### config.mk
export PLATFORM = sky130hd
export DESIGN_NAME = ov7670_capture_px
export DESIGN_NICKNAME = d
export VERILOG_FILES = /design/src/rtl/ov7670_cap_pkg.sv /design/src/rtl/ov7670_px_convert.sv /design/src/rtl/ov7670_capture_px.sv
export SDC_FILE = /design/constraint.sdc
export NUM_CORES = 1
export LEC_CHECK = 0
export ABC_AREA = 1
export CORE_MARGIN = 3
export CORE_UTILIZATION = 51
export DETAILED_ROUTE_END_ITERATION = 12
export PLACE_DENSITY = 0.8
export SLEW_MARGIN = 30
export SYNTH_ARGS = -nofsm -noshare
export SYNTH_HDL_FRONTEND = slang
export SYNTH_SLANG_ARGS = --single-unit
### constraint.sdc
create_clock -name pclk -period 1.58 [get_ports pclk]
set_input_delay 0.474 -clock pclk [delete_from_list [all_inputs] [get_ports pclk]]
set_output_delay 0.474 -clock pclk [all_outputs]
set_load 0.1 [all_outputs]
### src/rtl/ov7670_cap_pkg.sv
// Shared encodings for the OV7670 capture path: output formats, pixel widths,
// capture FSM states and colour-bar constants.
package ov7670_cap_pkg;

    localparam int unsigned FmtRgb444 = 0;
    localparam int unsigned FmtRgb565 = 1;
    localparam int unsigned FmtRgb332 = 2;

    function automatic int unsigned pix_w(input int unsigned fmt);
        case (fmt)
            FmtRgb565: return 16;
            FmtRgb332: return 8;
            default:   return 12;
        endcase
    endfunction

    typedef enum logic [1:0] {
        StIdle,
        StWaitVs,
        StWaitFr,
        StActive
    } cap_state_e;

    localparam int unsigned NumBars = 8;
    localparam logic [4:0]  BarR    = 5'h1f;
    localparam logic [5:0]  BarG    = 6'h3f;
    localparam logic [4:0]  BarB    = 5'h1f;

endpackage

### src/rtl/ov7670_px_convert.sv
// Combinational RGB565 to OUT_FMT pixel converter.
module ov7670_px_convert
    import ov7670_cap_pkg::*;
#(
    parameter int unsigned  OUT_FMT = FmtRgb444,
    localparam int unsigned PIX_W   = pix_w(OUT_FMT)
) (
    input  logic [15:0]      rgb565,
    output logic [PIX_W-1:0] pix
);

    // rgb565 layout: R = [15:11], G = [10:5], B = [4:0]
    if (OUT_FMT == FmtRgb565) begin : g_rgb565
        assign pix = rgb565;
    end else if (OUT_FMT == FmtRgb332) begin : g_rgb332
        logic unused_bits;
        assign pix         = {rgb565[15:13], rgb565[10:8], rgb565[4:3]};
        assign unused_bits = ^{rgb565[12:11], rgb565[7:5], rgb565[2:0]};
    end else begin : g_rgb444
        logic unused_bits;
        assign pix         = {rgb565[15:12], rgb565[10:7], rgb565[4:1]};
        assign unused_bits = ^{rgb565[11], rgb565[6:5], rgb565[0]};
    end

endmodule

### src/rtl/ov7670_capture_px.sv
// OV7670 capture front end: byte assembly, format conversion, decimation and frame-buffer
// addressing. Define OV7670_TEST_PATTERN_EN to add the test_pat colour-bar input.
module ov7670_capture_px
    import ov7670_cap_pkg::*;
#(
    parameter int unsigned  H_ACTIVE = 640,
    parameter int unsigned  V_ACTIVE = 480,
    parameter int unsigned  DECIM    = 1,
    parameter int unsigned  OUT_FMT  = FmtRgb444,
    parameter int unsigned  ADDR_W   = 19,
    localparam int unsigned PIX_W    = pix_w(OUT_FMT)
) (
    input  logic              pclk,
    input  logic              rst_n,
    input  logic              cap_en,
    input  logic              vsync,
    input  logic              href,
    input  logic [7:0]        d,
`ifdef OV7670_TEST_PATTERN_EN
    input  logic              test_pat,
`endif
    output logic [ADDR_W-1:0] addr,
    output logic [PIX_W-1:0]  dout,
    output logic              we,
    output logic              frame_done,
    output logic              overflow,
    output logic              busy
);

    localparam int unsigned       FRAME_WORDS = (H_ACTIVE / DECIM) * (V_ACTIVE / DECIM);
    localparam logic [ADDR_W-1:0] LastAddr    = ADDR_W'(FRAME_WORDS - 1);
    localparam logic [15:0]       DecMask     = 16'(DECIM - 1);

    cap_state_e        state_q, state_d;
    logic              vsync_q, href_q, phase_q, full_q;
    logic [7:0]        hi_q;
    logic [15:0]       x_q, y_q;
    logic [ADDR_W-1:0] addr_q;
    logic [PIX_W-1:0]  dout_q;
    logic              we_q, frame_done_q, overflow_q;

    logic              vs_rise, vs_fall, href_fall, active, px_done, keep, start;
    logic [15:0]       px_src;
    logic [PIX_W-1:0]  px_conv;

    assign vs_rise   = vsync & ~vsync_q;
    assign vs_fall   = ~vsync & vsync_q;
    assign href_fall = ~href & href_q;
    assign active    = (state_q == StActive);
    assign px_done   = active & href & phase_q;
    assign keep      = px_done && ((x_q & DecMask) == '0) && ((y_q & DecMask) == '0);
    assign start     = (state_q == StWaitFr) & vs_fall & cap_en;

`ifdef OV7670_TEST_PATTERN_EN
    logic [2:0] bar;
    assign bar    = 3'((32'(x_q) * NumBars) / H_ACTIVE);
    assign px_src = test_pat ? {bar[2] ? BarR : 5'h0, bar[1] ? BarG : 6'h0, bar[0] ? BarB : 5'h0}
                             : {hi_q, d};
`else
    assign px_src = {hi_q, d};
`endif

    ov7670_px_convert #(
        .OUT_FMT(OUT_FMT)
    ) u_convert (
        .rgb565(px_src),
        .pix   (px_conv)
    );

    always_comb begin
        state_d = state_q;
        case (state_q)
            StIdle:   if (cap_en) state_d = StWaitVs;
            StWaitVs: if (vsync) state_d = StWaitFr;
            StWaitFr: if (vs_fall) state_d = cap_en ? StActive : StIdle;
            StActive: if (vs_rise) state_d = StWaitFr;
            default:  state_d = StIdle;
        endcase
    end

    always_ff @(posedge pclk or negedge rst_n) begin
        if (!rst_n) begin
            state_q <= StIdle;
        end else begin
            state_q <= state_d;
        end
    end

    always_ff @(posedge pclk or negedge rst_n) begin
        if (!rst_n) begin
            vsync_q      <= 1'b0;
            href_q       <= 1'b0;
            phase_q      <= 1'b0;
            hi_q         <= '0;
            x_q          <= '0;
            y_q          <= '0;
            addr_q       <= '0;
            full_q       <= 1'b0;
            dout_q       <= '0;
            we_q         <= 1'b0;
            frame_done_q <= 1'b0;
            overflow_q   <= 1'b0;
        end else begin
            vsync_q      <= vsync;
            href_q       <= href;
            frame_done_q <= active & vs_rise;
            we_q         <= 1'b0;
            phase_q      <= active & href & ~phase_q;
            if (active && href && !phase_q) begin
                hi_q <= d;
            end
            if (start) begin
                x_q        <= '0;
                y_q        <= '0;
                addr_q     <= '0;
                full_q     <= 1'b0;
                overflow_q <= 1'b0;
            end else if (active) begin
                if (href_fall) begin
                    x_q <= '0;
                    y_q <= y_q + 16'd1;
                end else if (px_done) begin
                    x_q <= x_q + 16'd1;
                end
                // Advance after the write cycle; the last address is held and marked full.
                if (we_q) begin
                    if (addr_q == LastAddr) begin
                        full_q <= 1'b1;
                    end else begin
                        addr_q <= addr_q + 1'b1;
                    end
                end
                if (keep) begin
                    if (full_q) begin
                        overflow_q <= 1'b1;
                    end else begin
                        we_q   <= 1'b1;
                        dout_q <= px_conv;
                    end
                end
            end
        end
    end

    assign addr       = addr_q;
    assign dout       = dout_q;
    assign we         = we_q;
    assign frame_done = frame_done_q;
    assign overflow   = overflow_q;
    assign busy       = active;

endmodule

### Routed metal, one colour a layer, run 1

Drawn at 4 px/µm.
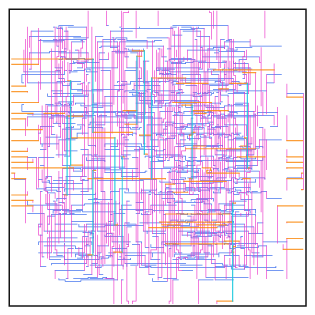
- metal 1: blue (wire length 2670 µm)
- metal 3: orange (wire length 446 µm)
- metal 2: magenta (wire length 3940 µm)
- metal 4: cyan (wire length 258 µm)
via count: 2378
detailed-route wire length: 7310 µm
GR Util All Layers: 0.249
Avg WL per Cell: 17.5 µm

### Routing congestion, run 1

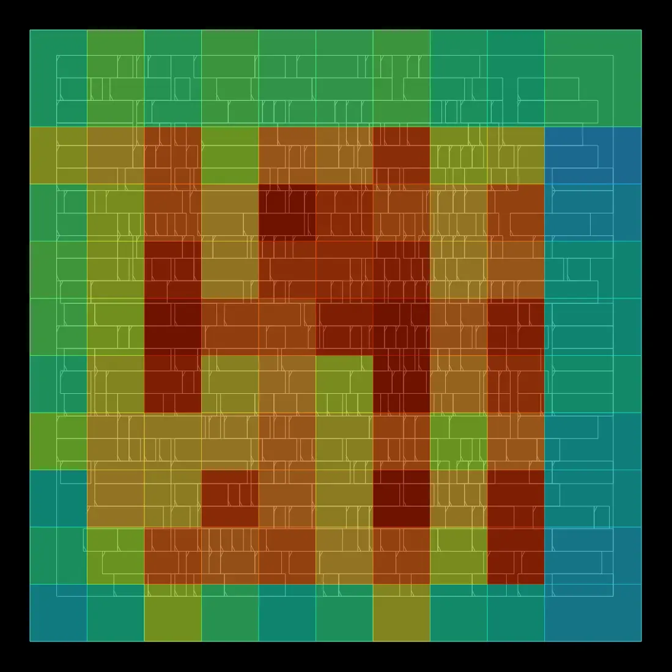
GRT met1 Usage: 0.283
GR peak layer: met2
GR Layer Usage met3: 0.0438

==> metrics.yaml, run 1 <==
worstSetupPathType: "flop to output port"
netlist_area_um2: 2340
drive_above_1_share: 0.415
cts_sinks: 46
fin_ws_ns: -0.0148
viasPerCell: 5.69
setup.worst_path.end: "busy"
largestClassByArea: "multi-input combinational cells"
grt_pass1_vias: 2268
grt-ovfl-total: 0
crit_slowest_cell: "dfrtp_1"
ys_cells: 285
cellLeakagePower_uw: 0.00183
cts_hold_buffers: 0
cts_resized: 15
reg2reg_from: "addr[0]$_DFFE_PN0P_"
antenna_found_initial: 0
status: "finished with violations"
clock.latency.late_pin_ns: 0.30
finalPower_uw: 8020
postRouteAntennaNets: 0
cp_max_fo: 3
setup_violations: 5
mux_share: 0.0432
violations: "setup timing"
fill_cells: 189
die-area_um2: 5440
rows: 24
logic_gate_count: 205
fin_tns_setup_ns: -0.0446
yosys.area_share.xor_xnor: 0.0374
seq_area_frac_synth: 0.491
gp_congestion: 0.896
stdcell_area_um2: 3840
max_stage_delay_ns: 0.42
fin_nets: 379
ys_ff: 46
final_cell_mix: "nand2_1, buf_12, nor2_1"
drt_iter0_markers: 238
cts_buffer_depth: 2
worst-slew-pin-transition_ns: 0.326
synth_chip_area_um2: 2340
rsz0062_at_grt: "yes"
max_freq_mhz: 627
simple_gate_share: 0.315
max-vdd-ir-drop_mv: 1.62
ff_count: 46
r2r_cells: 10
nWellTaps: 52
yosys.area_share.aoi: 0.0427
core_util_floorplan: 0.535
crit_cells: 3
### Ports around the boundary, run 1

Drawn at 4 px/µm. Pins as bars across the die edge, other pins in grey.
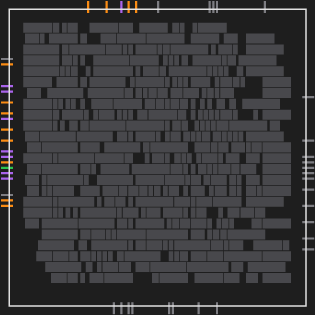
- overflow: green (pins 1; direction output; edge left)
- dout: orange (pins 12; direction output; edge 8 left, 4 top)
- d: purple (pins 8; direction input; edge 7 left, 1 top)
- all pins by edge: 18 left, 12 right, 10 top, 8 bottom
Die Span Y: 73.8 µm
die width: 73.8 µm
IO buf count: 47

### Wires at chosen ports, followed through buffers, run 1

Drawn at 4 px/µm.
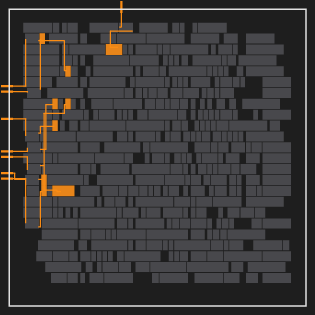
- d: orange (bits 8; direction input; end cells 9; buffers 8; wire 165 µm)
Ports: 48

[run 1: cells in the mapped netlist]
master / n / share of area
nand3b_1: 1 / 0.0032
nand3_1: 31 / 0.066
clkbuf_1: 1 / 0.0016
o21bai_1: 1 / 0.0032
o22ai_1: 1 / 0.0027
nor2_4: 2 / 0.0096
buf_6: 1 / 0.0048
mux2_1: 1 / 0.0048
dfrtp_1: 46 / 0.49
a21oi_1: 3 / 0.0064
mux2_2: 8 / 0.038
nand2_4: 2 / 0.0096
nand2_2: 1 / 0.0027
inv_2: 4 / 0.0064
o21ai_1: 3 / 0.0064
nor3_1: 1 / 0.0021
buf_8: 1 / 0.0064
a31oi_1: 1 / 0.0027
nand2_1: 77 / 0.12
xor2_1: 10 / 0.037
buf_2: 2 / 0.0043
nor2_1: 41 / 0.066
ha_1: 1 / 0.0053
o21ai_0: 7 / 0.015
a21boi_0: 1 / 0.0032
inv_1: 26 / 0.042
nand4_1: 5 / 0.013
o21a_1: 1 / 0.0032
nor2_2: 4 / 0.011
nand2_8: 1 / 0.0085
[run 1: power breakdown]
| part | total [µW] | switching [µW] | leakage [µW] | internal, µW |
|---|---|---|---|---|
| clock network | 766 | 413 | 0.0000472 | 352 |
| logic | 5100 | 3260 | 0.00122 | 1840 |
| registers | 2150 | 528 | 0.000572 | 1620 |
| total | 8020 | 4200 | 0.00183 | 3810 |
[run 1: worst register-to-register path: cells and delay by family (launching register included)]
kind | cells | cell delay, ns
buf+inv | 1 | 0.15
fa+ha+maj | 1 | 0.16
flops | 1 | 0.44
simple gates | 8 | 0.78
[run 1: state kept, by name, indices dropped and copies added (netlist names)]
signal      count
frame_done      1
dout           12
full_q          1
addr           19
hi_q            7
phase_q         1
overflow        1
vsync_q         1
we              1
state_q         2
### Sequential cells grouped by signal name, run 1

Drawn at 4 px/µm.
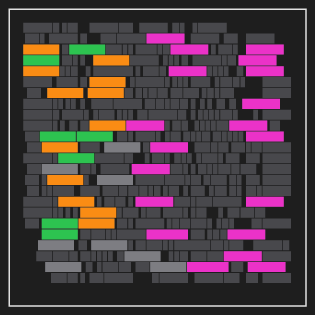

--- run 2 (diff from run 1) ---
Settings changed: CORE_ASPECT_RATIO set to 2.
### Sequential cells grouped by signal name, run 2

Drawn at 4 px/µm.
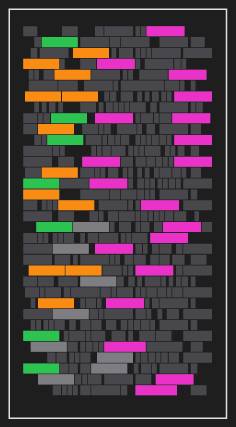
- hi_q: green (sequential cells 7)
- addr: magenta (sequential cells 19)
- dout: orange (sequential cells 12)
fin util: 0.855
sequential cell area share: 0.315
FF/Latch Area: 1180 µm²
total sequential power: 2090 µW

### Ports around the boundary, run 2

Drawn at 4 px/µm. Pins as bars across the die edge, other pins in grey.
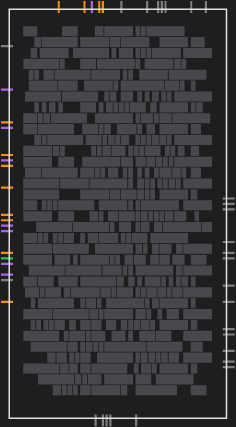
- overflow: green (pins 1; direction output; edge left)
- dout: orange (pins 12; direction output; edge 8 left, 4 top)
- d: purple (pins 8; direction input; edge 7 left, 1 top)
die width: 53.9 µm
Die Span Y: 102 µm

### Wires at chosen ports, followed through buffers, run 2

Drawn at 4 px/µm.
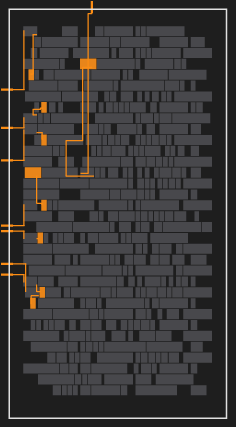
- d: orange (bits 8; direction input; end cells 9; buffers 8; wire 182 µm)

==> metrics.yaml, run 2 <==
status: "finished with violations"
violations: "setup timing"
pin_count: 48  # unchanged
viasPerCell: 5.58  # -1.9%
synth_cell_types: 30
routed-via-count: 2354  # -1.0%
cts_sinks: 46  # unchanged
max_stage_delay_ns: 0.44  # +0.02 ns
grt-ovfl-total: 0  # unchanged
port_buffers: 47  # unchanged
drive_above_1_share: 0.378  # -0.0376
netlist_area_um2: 2340  # unchanged
largest_reg_flops: 19  # unchanged
met1_usage: 0.285  # +0.00156
synth.most_common_cell: "nand2_1"
top_area_cell: "dfrtp_1"
finalPower_uw: 7950  # -0.85%
worstSetupPathType: "flop to flop"
fill_cells: 214  # +13%
drt_wl_total_um: 7230  # -1.1%
synthArstFlopShare: 1.00  # unchanged
core_um2: 4380
core_util_floorplan: 0.535  # about the same
grt.busiest_layer: "met2"
fin_tns_setup_ns: -0.586  # -0.541 ns
yosys_most_used_dff: "dfrtp_1"
syn_inst: 285
path_delay_family: "simple AND/OR/NAND/NOR gates"
netlist.area_leader.share: 0.491  # unchanged
synthTopCellsByArea: "dfrtp_1, nand2_1, nand3_1, nor2_1, inv_1"
cts_hold_buffers: 0  # unchanged
cellLeakagePower_uw: 0.00177  # -3.7%
gp_congestion: 0.860  # -4.0%
synth_chip_area_um2: 2340  # unchanged
ys_cells: 285  # unchanged
crit_slowest_cell: "dfrtp_4"
fin_ws_ns: -0.0567  # -0.0419 ns
setup_violations: 26  # +21
stdcell_area_um2: 3750  # -2.5%
common_cells: "nand2_1, dfrtp_1, nor2_1"
max_freq_mhz: 611  # -2.6%
wl_per_cell_um: 17.1  # -2.0%
grt_pass1_vias: 2340  # +3.2%
postRouteAntennaNets: 0  # unchanged
avgSynthCellArea_um2: 8.22
track_usage: 0.267  # +0.0180
rsz0062_at_grt: "yes"
edf_count: 0  # unchanged
cts_buffer_depth: 2  # unchanged
rows: 34  # +42%
antenna_found_initial: 0  # unchanged
clock.latency.late_pin_ns: 0.30  # about the same
worst-slew-pin-transition_ns: 0.342  # +0.0165 ns
-- run 2: cell counts after synthesis --
Identical to the previous run, type by type.
-- run 2: layout make-up --
class                      count  area [µm²]  share of cell area
clock inverter                 3        40.0              0.0107
clock buffer                   5        68.8              0.0184
multi-input combinational    206        1160               0.311
timing repair buffer          78        1100               0.295
inverter                      30         121              0.0324
sequential                    46        1180               0.315
tap                           54        67.6              0.0180
-- run 2: final timing paths --
check	from	end	slack [ns]	depth (start not counted)
max	addr[0]$_DFFE_PN0P_	addr[17]$_DFFE_PN0P_	-0.06	10
min reg2reg	hi_q[0]$_DFFE_PN0P_	hi_q[0]$_DFFE_PN0P_	0.49	2
min in group pclk	hi_q[0]$_DFFE_PN0P_	hi_q[0]$_DFFE_PN0P_	0.49	2
max in group asynchronous	rst_n	addr[6]$_DFFE_PN0P_	1.20	2
min	rst_n	addr[2]$_DFFE_PN0P_	0.13	2
max reg2reg	addr[0]$_DFFE_PN0P_	addr[17]$_DFFE_PN0P_	-0.06	10
-- run 2: kinds of logic after synthesis --
family | after synthesis | synth area share
and+or+nand+nor | 166 | 0.315
DFF | 46 | 0.491
buffers and inverters | 35 | 0.0651
AOI/OAI and AO/OA | 18 | 0.0427
xor gates and xnor gates | 10 | 0.0374
muxes | 9 | 0.0432
adders and majority gates | 1 | 0.00534
-- run 2: repair_timing --
action,CTS,global route
gates resized,4,25
setup endpoints to repair,15,34
pin swaps,1,10
buffers inserted,3,4
gates cloned,0,2
-- run 2: power by group --
group | leakage [µW] | switching (µW) | total (µW) | internal, µW
registers | 0.000572 | 469 | 2090 | 1620
clock network | 0.0000579 | 416 | 882 | 466
logic | 0.00114 | 3180 | 4980 | 1790
--- run 3 (diff from run 2) ---
Settings changed: CAP_MARGIN set to 10, CTS_CLUSTER_SIZE set to 16.
### Sequential cells grouped by signal name, run 3

Drawn at 4 px/µm.
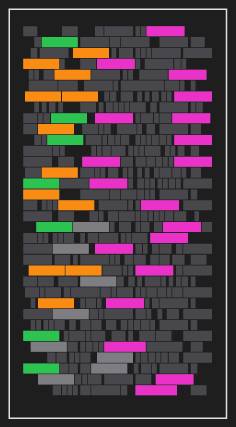
- addr: magenta (sequential cells 19)
- dout: orange (sequential cells 12)
- hi_q: green (sequential cells 7)

### Routed metal, one colour a layer, run 3

Drawn at 4 px/µm.
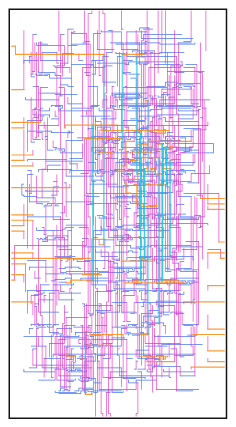
detailed-route wire length: 7230 µm
via count: 2354
Avg WL per Cell: 17.1 µm

==> metrics.yaml, run 3 <==
setup.worst_path.end: "addr[17]$_DFFE_PN0P_"
ys_cells: 285  # unchanged
dieWidth_um: 53.9  # unchanged
regArea_um2: 1180  # unchanged
r2r_cells: 10  # unchanged
r2r-end: "addr[17]$_DFFE_PN0P_"
crit_path_cell_trace: "ha_4, nand2_4, nor2_4, nand2_2, nor2_4, nand2_4, nand2_4, buf_6, nand3_2, nand2_1"
core_um2: 4380  # unchanged
grt-ovfl-total: 0  # unchanged
path_delay_family: "simple AND/OR/NAND/NOR gates"
setup_violations: 26  # unchanged
die_h_um: 102  # unchanged
fin_tns_setup_ns: -0.586  # unchanged
viasPerCell: 5.58  # unchanged
netlist_area_um2: 2340  # unchanged
final_util: 0.855  # unchanged
common_cells: "nand2_1, dfrtp_1, nor2_1"
cts_buffer_depth: 2  # unchanged
syn_inst: 285  # unchanged
track_usage: 0.267  # unchanged
crit_cells: 10  # unchanged
synth_chip_area_um2: 2340  # unchanged
avgSynthCellArea_um2: 8.22  # unchanged
cts_sinks: 46  # unchanged
cts_hold_buffers: 0  # unchanged
grt_start_max_net_pins: 47
antenna_found_initial: 0  # unchanged
max-vdd-ir-drop_mv: 2.11
postRouteAntennaNets: 0  # unchanged
synth.most_common_cell: "nand2_1"
final.min_clock_period_ns: 1.64
stdcell_area_um2: 3750  # unchanged
seq_power_share: 0.263  # about the same
synthArstFlopShare: 1.00  # unchanged
max_stage_delay_ns: 0.44  # about the same
logic_area_um2: 1160  # unchanged
synthTopCellsByArea: "dfrtp_1, nand2_1, nand3_1, nor2_1, inv_1"
synth_cell_types: 30  # unchanged
rsz0062_at_grt: "yes"
crit_slowest_cell: "dfrtp_4"
switching_share: 0.512  # unchanged
cts_max_level: 2
status: "finished with violations"
port_buffers: 47  # unchanged
cp-startpoint: "addr[0]$_DFFE_PN0P_"
clock.latency.late_pin_ns: 0.30  # about the same
top_area_cell: "dfrtp_1"
cellLeakagePower_uw: 0.00177  # unchanged
reg2reg_from: "addr[0]$_DFFE_PN0P_"
combPwrFrac: 0.626  # about the same
netlist.area_leader.share: 0.491  # unchanged
power_switching_uw: 4070  # unchanged
drive_above_1_share: 0.378  # unchanged
pin_count: 48  # unchanged
powerDensity_nw_per_um2: 2120
core_util_floorplan: 0.535  # unchanged
cts_tree: "yes"
finalPower_uw: 7950  # unchanged
fin_ws_ns: -0.0567  # unchanged
worst-slew-pin-transition_ns: 0.342  # unchanged
max_freq_mhz: 611  # unchanged
fill_cells: 214  # unchanged
grt_pass1_vias: 2340  # unchanged
p_clk_frac: 0.111  # about the same
violations: "setup timing"
die-area_um2: 5490
worstSetupPathType: "flop to flop"
gp_congestion: 0.860  # unchanged
r2r_slack_ns: -0.06  # about the same
internal-power_uw: 3880  # unchanged
### Routing congestion, run 3

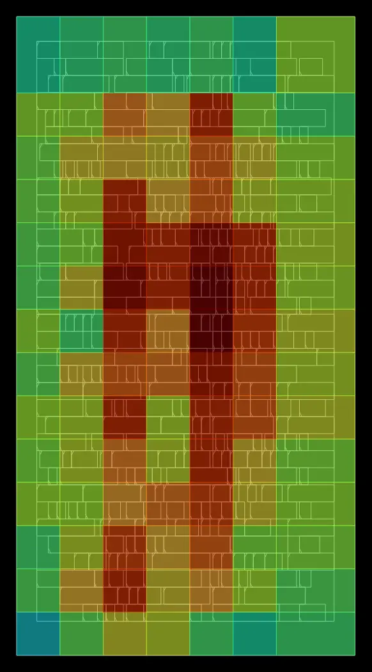
grt met2 use: 0.476
GR Layer Usage met3: 0.0453
GRT met1 Usage: 0.285

-- run 3: cells by family (layout without fill, tap and decap cells) --
logic type,Yosys count,after routing,synth area share
compound gates,18,18,0.0427
simple gates,166,168,0.315
fa+ha+maj,1,1,0.00534
xor+xnor,10,10,0.0374
flops,46,46,0.491
mux,9,9,0.0432
buf+inv,35,116,0.0651
-- run 3: cell type report --
class                   instances  area share
flip-flops and latches         46       0.315
inverters                      30      0.0324
clock buffers                   5      0.0184
well taps                      54      0.0180
repair buffers                 78       0.295
multi-input cells             206       0.311
clock inverters                 3      0.0107
-- run 3: power by group through the flow --
stage	registers [µW]	logic (µW)	clock network [µW]
6_report	2090	4980	882
3_5_place_dp	2100	4800	0
4_1_cts	2090	4870	887
3_3_place_gp	2090	4700	0
5_1_grt	2140	5200	935
2_1_floorplan	4080	865	0
-- run 3: per-layer routing --
layer,track usage,routed length (µm),up-vias,share of wire
met3,0.0453,423,33,0.059
li1,-,-,1068,-
met2,0.476,3910,117,0.54
met1,0.285,2510,1136,0.35
met4,0.140,380,0,0.053
met5,0,0,-,0
-- run 3: worst min-delay path by stage --
| stage | to | slack (ns) |
|---|---|---|
| finish | addr[2]$_DFFE_PN0P_ | 0.13 |
| detailed placement | frame_done$_DFF_PN0_ | 0.45 |
| global placement | hi_q[0]$_DFFE_PN0P_ | 0.46 |
| global route | addr[1]$_DFFE_PN0P_ | 0.14 |
| floorplan | addr[10]$_DFFE_PN0P_ | 0.18 |
| CTS | addr[1]$_DFFE_PN0P_ | 0.15 |
-- run 3: repair_timing --
action                                  in CTS  in global routing
buffers inserted                             3                  4
gates resized                                4                 25
gates cloned                                 0                  2
pin swaps                                    1                 10
endpoints found under the setup margin      15                 34
Power figures rest on the tool's default switching activity, not on a simulated workload.
